===== src/rtl/pic_sequencer_if.sv =====
// Bus between the PIC instruction sequencer and the instruction memory / ALU / register file.
// The sequencer side is the master; the datapath side is the slave.
interface pic_sequencer_if #(
  parameter int PC_WIDTH       = 13,
  parameter int STK_DEPTH_LOG2 = 3
);
  logic                      run;
  logic [13:0]               instr;
  logic                      zero;
  logic [PC_WIDTH-1:0]       pc;
  logic                      imem_en;
  logic                      alu_en;
  logic                      reg_we;
  logic                      w_we;
  logic [STK_DEPTH_LOG2-1:0] stk_ptr;
  logic                      skip_active;
  logic                      stk_overflow;
  logic                      stk_underflow;
  logic                      busy;

  modport master (
    input  run, instr, zero,
    output pc, imem_en, alu_en, reg_we, w_we, stk_ptr,
           skip_active, stk_overflow, stk_underflow, busy
  );

  modport slave (
    output run, instr, zero,
    input  pc, imem_en, alu_en, reg_we, w_we, stk_ptr,
           skip_active, stk_overflow, stk_underflow, busy
  );
endinterface


===== src/rtl/pic_sequencer.sv =====
// Four-phase (FETCH/DECODE/EXEC/WB) instruction sequencer for the 14-bit PIC-style core.
// Owns the program counter and the circular return stack; all outputs decode registered state.
module pic_sequencer #(
  parameter int PC_WIDTH       = 13,
  parameter int STK_DEPTH_LOG2 = 3
) (
  input logic             clk,
  input logic             reset_n,
  pic_sequencer_if.master bus
);

  localparam int DEPTH = 2 ** STK_DEPTH_LOG2;
  localparam logic [STK_DEPTH_LOG2:0] FULL = (STK_DEPTH_LOG2 + 1)'(DEPTH);

  typedef enum logic [2:0] {IDLE, FETCH, DECODE, EXEC, WB} state_t;

  state_t                    state, state_nx;
  logic [13:0]               ir;
  logic [PC_WIDTH-1:0]       pc_q;
  logic [STK_DEPTH_LOG2-1:0] sp;
  logic [STK_DEPTH_LOG2-1:0] sp_dec;
  logic [STK_DEPTH_LOG2:0]   cnt;
  logic                      ovf, unf, skip;
  logic [PC_WIDTH-1:0]       stack [DEPTH];

  logic is_ret, is_retlw, is_call, is_goto;
  logic dec_reg, dec_w;
  logic skip_on_z, skip_on_nz, skip_take;
  logic [PC_WIDTH-1:0] target;
  logic imem_en, alu_en, reg_we, w_we;

  assign is_ret     = (ir == 14'h0008);
  assign is_retlw   = (ir[13:10] == 4'b1101);
  assign is_call    = (ir[13:11] == 3'b100);
  assign is_goto    = (ir[13:11] == 3'b101);
  assign target     = PC_WIDTH'(ir[10:0]);
  assign skip_on_z  = (ir[13:8] == 6'h0B) || (ir[13:8] == 6'h0F) || (ir[13:10] == 4'b0110);
  assign skip_on_nz = (ir[13:10] == 4'b0111);
  assign skip_take  = (skip_on_z && bus.zero) || (skip_on_nz && !bus.zero);
  assign sp_dec     = sp - 1'b1;

  always_comb begin
    dec_reg = 1'b0;
    dec_w   = 1'b0;
    unique case (ir[13:12])
      2'b00: begin
        if (ir != 14'h0000 && ir != 14'h0008) begin
          dec_reg = ir[7];
          dec_w   = !ir[7];
        end
      end
      2'b01:   dec_reg = !ir[11];
      2'b10:   ;
      default: dec_w = 1'b1;
    endcase
  end

  always_comb begin
    state_nx = state;
    imem_en  = 1'b0;
    alu_en   = 1'b0;
    reg_we   = 1'b0;
    w_we     = 1'b0;
    unique case (state)
      IDLE:   if (bus.run) state_nx = FETCH;
      FETCH:  begin
        imem_en  = 1'b1;
        state_nx = DECODE;
      end
      DECODE: state_nx = EXEC;
      EXEC:   begin
        alu_en   = !skip;
        state_nx = WB;
      end
      WB:     begin
        reg_we   = !skip && dec_reg;
        w_we     = !skip && dec_w;
        state_nx = bus.run ? FETCH : IDLE;
      end
      default: state_nx = IDLE;
    endcase
  end

  always_ff @(posedge clk or negedge reset_n) begin
    if (!reset_n) begin
      state <= IDLE;
      ir    <= '0;
    end else begin
      state <= state_nx;
      if (state == DECODE) ir <= bus.instr;
    end
  end

  // A skipped instruction is a plain increment: no branch, no stack action, no new skip.
  always_ff @(posedge clk or negedge reset_n) begin
    if (!reset_n) begin
      pc_q <= '0;
      sp   <= '0;
      cnt  <= '0;
      ovf  <= 1'b0;
      unf  <= 1'b0;
      skip <= 1'b0;
    end else if (state == WB) begin
      if (skip) begin
        pc_q <= pc_q + 1'b1;
        skip <= 1'b0;
      end else begin
        skip <= skip_take;
        if (is_call) begin
          pc_q <= target;
          sp   <= sp + 1'b1;
          if (cnt == FULL) ovf <= 1'b1;
          else             cnt <= cnt + 1'b1;
        end else if (is_goto) begin
          pc_q <= target;
        end else if (is_ret || is_retlw) begin
          pc_q <= stack[sp_dec];
          sp   <= sp_dec;
          if (cnt == '0) unf <= 1'b1;
          else           cnt <= cnt - 1'b1;
        end else begin
          pc_q <= pc_q + 1'b1;
        end
      end
    end
  end

  always_ff @(posedge clk) begin
    if (state == WB && !skip && is_call) stack[sp] <= pc_q + 1'b1;
  end

  assign bus.pc            = pc_q;
  assign bus.stk_ptr       = sp;
  assign bus.stk_overflow  = ovf;
  assign bus.stk_underflow = unf;
  assign bus.busy          = (state != IDLE);
  assign bus.skip_active   = skip && (state != IDLE);
  assign bus.imem_en       = imem_en;
  assign bus.alu_en        = alu_en;
  assign bus.reg_we        = reg_we;
  assign bus.w_we          = w_we;

endmodule


===== src/flat_wrapper.sv =====
// flat-port wrapper written by rule: the top's interface ports become plain ports
module pic_sequencer_flat 
#(
  parameter int PC_WIDTH       = 13,
  parameter int STK_DEPTH_LOG2 = 3
)
  (clk, reset_n, bus_run, bus_instr, bus_zero, bus_pc, bus_imem_en, bus_alu_en, bus_reg_we, bus_w_we, bus_stk_ptr, bus_skip_active, bus_stk_overflow, bus_stk_underflow, bus_busy);
  pic_sequencer_if #(.PC_WIDTH(PC_WIDTH), .STK_DEPTH_LOG2(STK_DEPTH_LOG2)) bus_i ();
  input logic clk;
  input logic reset_n;
  input wire logic [$bits(bus_i.run)-1:0] bus_run;
  input wire logic [$bits(bus_i.instr)-1:0] bus_instr;
  input wire logic [$bits(bus_i.zero)-1:0] bus_zero;
  output wire logic [$bits(bus_i.pc)-1:0] bus_pc;
  output wire logic [$bits(bus_i.imem_en)-1:0] bus_imem_en;
  output wire logic [$bits(bus_i.alu_en)-1:0] bus_alu_en;
  output wire logic [$bits(bus_i.reg_we)-1:0] bus_reg_we;
  output wire logic [$bits(bus_i.w_we)-1:0] bus_w_we;
  output wire logic [$bits(bus_i.stk_ptr)-1:0] bus_stk_ptr;
  output wire logic [$bits(bus_i.skip_active)-1:0] bus_skip_active;
  output wire logic [$bits(bus_i.stk_overflow)-1:0] bus_stk_overflow;
  output wire logic [$bits(bus_i.stk_underflow)-1:0] bus_stk_underflow;
  output wire logic [$bits(bus_i.busy)-1:0] bus_busy;
  assign bus_i.run = bus_run;
  assign bus_i.instr = bus_instr;
  assign bus_i.zero = bus_zero;
  assign bus_pc = bus_i.pc;
  assign bus_imem_en = bus_i.imem_en;
  assign bus_alu_en = bus_i.alu_en;
  assign bus_reg_we = bus_i.reg_we;
  assign bus_w_we = bus_i.w_we;
  assign bus_stk_ptr = bus_i.stk_ptr;
  assign bus_skip_active = bus_i.skip_active;
  assign bus_stk_overflow = bus_i.stk_overflow;
  assign bus_stk_underflow = bus_i.stk_underflow;
  assign bus_busy = bus_i.busy;
  pic_sequencer #(.PC_WIDTH(PC_WIDTH), .STK_DEPTH_LOG2(STK_DEPTH_LOG2)) u_core (.clk(clk), .reset_n(reset_n), .bus(bus_i));
endmodule

===== config.mk =====
export PLATFORM = sky130hd
export DESIGN_NAME = pic_sequencer_flat
export DESIGN_NICKNAME = d
export VERILOG_FILES = /design/src/rtl/pic_sequencer_if.sv /design/src/rtl/pic_sequencer.sv /design/src/flat_wrapper.sv
export SDC_FILE = /design/constraint.sdc
export NUM_CORES = 1
export LEC_CHECK = 0
export CAP_MARGIN = 0
export CELL_PAD_IN_SITES_DETAIL_PLACEMENT = 0
export CELL_PAD_IN_SITES_GLOBAL_PLACEMENT = 2
export CORE_MARGIN = 3
export CORE_UTILIZATION = 40
export DETAILED_ROUTE_END_ITERATION = 8
export GPL_TIMING_DRIVEN = 0
export MAX_ROUTING_LAYER = met4
export PLACE_DENSITY = 0.83
export SKIP_CTS_REPAIR_TIMING = 1
export SLEW_MARGIN = 20
export SYNTH_ARGS = -nofsm -noshare
export SYNTH_HDL_FRONTEND = slang
export SYNTH_SLANG_ARGS = --single-unit

===== constraint.sdc =====
create_clock -name clk -period 7.9 [get_ports clk]
set_input_delay 1.58 -clock clk [delete_from_list [all_inputs] [get_ports clk]]
set_output_delay 1.58 -clock clk [all_outputs]
set_load 0.01 [all_outputs]

### Cell sizes after repair

Scale: 2 px per um.
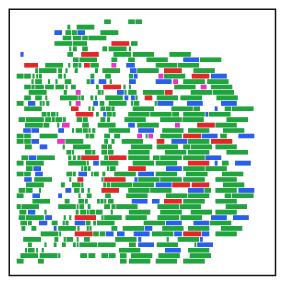
Red shows _6 and larger, cells 28, share 5.6%. Blue shows _2 cells, cells 73, share 15%. Magenta shows _3 and _4 cells, cells 11, share 2.2%. Green shows _0 and _1 cells, cells 386, share 78%.

### Layout detail

Window x 41 to 91, y 68 to 118 um. Cells in gray, sequential cells in the stronger gray; small squares are vias.
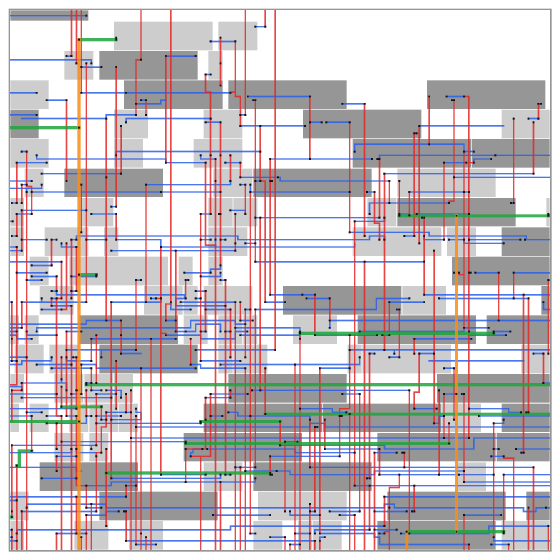
Blue shows metal 1. Orange shows metal 4. Green shows metal 3. Red shows metal 2.
Sequential cells in the window: 27. Netlist names of flops here include u_core.stack (21), u_core.bus.pc (3), u_core.bus.stk_ptr (3). Most frequent: edfxtp_1 (21), nand2_1 (6), dfrtp_1 (6). 92 logic cells have their middle in the window.

### Floorplan with the power grid

Scale: 4 px per um. Pins as bars on the die edge.
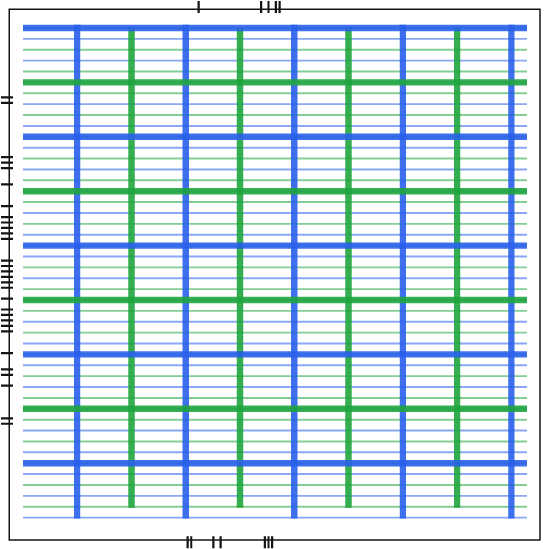
Green shows VDD. Blue shows VSS.
42 signal pins sit on the boundary. 9 straps on met5. 9 straps on met4.

==> impl_metrics.json <==
{
  "final_slew_viol_count": 0,
  "floorplan.core_area_um2": 15430,
  "instances_no_fill": 709,
  "fin_crit_sh_pct": 57.94,
  "hold_viol_final": 0,
  "yosys-stat-area_um2": 6385,
  "num-multi-input-gates": 240,
  "drv_cap": 0,
  "worstHoldPathType": "reg -> reg",
  "warnings": 29,
  "yosys.area_share.simple_pct": 8.034,
  "top_logic_kind": "multiplexers",
  "remaining_routing_drc_violations": 0,
  "synth.largest_area_cell": "sky130_fd_sc_hd__edfxtp_1",
  "fp_util_pct": 41.39,
  "yosys_most_used_dff": "sky130_fd_sc_hd__edfxtp_1",
  "critPathSlowestCell": "sky130_fd_sc_hd__clkbuf_1",
  "synthAoiAreaFrac_pct": 6.428,
  "synthesis.area_um2": 6385,
  "hold_start": "u_core.bus.stk_overflow",
  "edf_count": 104,
  "post_route_cell_area_um2": 7792,
  "cells_along_the_critical_path": "buf_2 > buf_2 > buf_2 > buf_2 > inv_1 > ha_1 > clkbuf_1 > clkbuf_1 > mux4_2 > mux2i_1 > o31ai_1 > a221o_1",
  "layout.clock_buffers": 18,
  "adder_share_pct": 1.881,
  "layout-drive-gt1-share_pct": 22.49,
  "worstPathArrival_ns": 4.88,
  "yosysSeqAreaShare_pct": 64.59,
  "status": "finished clean",
  "ff_count": 144,
  "area.combinational_um2": 2157,
  "layout_top_cell": "sky130_fd_sc_hd__edfxtp_1",
  "die_w_um": 132.3,
  "synth.top_cells.by_count": "sky130_fd_sc_hd__edfxtp_1 (104), sky130_fd_sc_hd__dfrtp_1 (40), sky130_fd_sc_hd__mux4_2 (26)",
  "overall_via_count_from_detail_route": 3903,
  "setup_total_negative_slack_ns": 0,
  "postRouteWirelength_um": 14810,
  "yosys_warnings": 0,
  "syn_nets": 444,
  "timing.critical_path.max_delay_family": "buffers and inverters",
  "critPathCaptureType": "flip-flop",
  "area.growth.synth_to_final_pct": 22.05,
  "n_antenna_cell": 0,
  "n_fill_cell": 1324,
  "holdPathEnd": "u_core.bus.stk_overflow",
  "tapCellCount": 211,
  "overflow": 0,
  "layout.buffer.nonclock.area_share_pct": 7.643,
  "comb_area_share_pct": 27.68,
  "clock_power_share_pct": 28.3,
  "first_global_vias": 4065,
  "xor_area_share_pct": 2.743,
  "swShare_pct": 33.63,
  "worst_pin_slew_ns": 0.8680,
  "synthMostInstantiatedCell": "sky130_fd_sc_hd__edfxtp_1",
  "pin_count_of_the_biggest_net_entering_global_routing": 25,
  "ys_types": 53,
  "synth-async-reset-ratio_pct": 27.78,
  "buffers_excl_clock": 73,
  "pwr_density_cell_nw_per_um2": 380.9,
  "worstRegToRegCells": 12,
  "top_cells_by_area": "sky130_fd_sc_hd__edfxtp_1 (49%), sky130_fd_sc_hd__dfrtp_1 (16%), sky130_fd_sc_hd__mux4_2 (9.2%)",
  "p_switching_mw": 0.9982,
  "htree_num_levels": 4,
  "power.share.sequential_pct": 37.5,
  "routedWlPerCell_um": 20.89,
  "die_h_um": 132.3,
  "place.detailed.hpwl_um": 10600,
  "relSlewSlack_pct": 42.07,
  "mux_share_of_area_pct": 14.09,
  "place.port_buffers": 41,
  "power_combinational_mw": 1.02,
  "cts_tree": "built",
  "final_core_utilization_pct": 50.51,
  "buffer_and_inverter_tally_for_the_worst_setup_path": 7
}
-- metal layers --
| layer | global-route usage [%] | wire [um] | up-vias |
|---|---|---|---|
| met3 | 3.626 | 806 | 18 |
| met1 | 24.05 | 6450 | 2004 |
| met2 | 28.67 | 7279 | 124 |
| li1 | - | - | 1757 |
| met4 | 6.524 | 277 | 0 |
| met5 | - | 0 | - |
-- state kept, by name, indices dropped and copies added (netlist names) --
name                      cells
u_core.bus.stk_underflow      1
u_core.bus.stk_ptr            3
u_core.bus.stk_overflow       1
u_core.cnt                    4
u_core.ir                    14
u_core.stack                104
u_core.bus.pc                13
u_core.skip                   1
u_core.state                  3
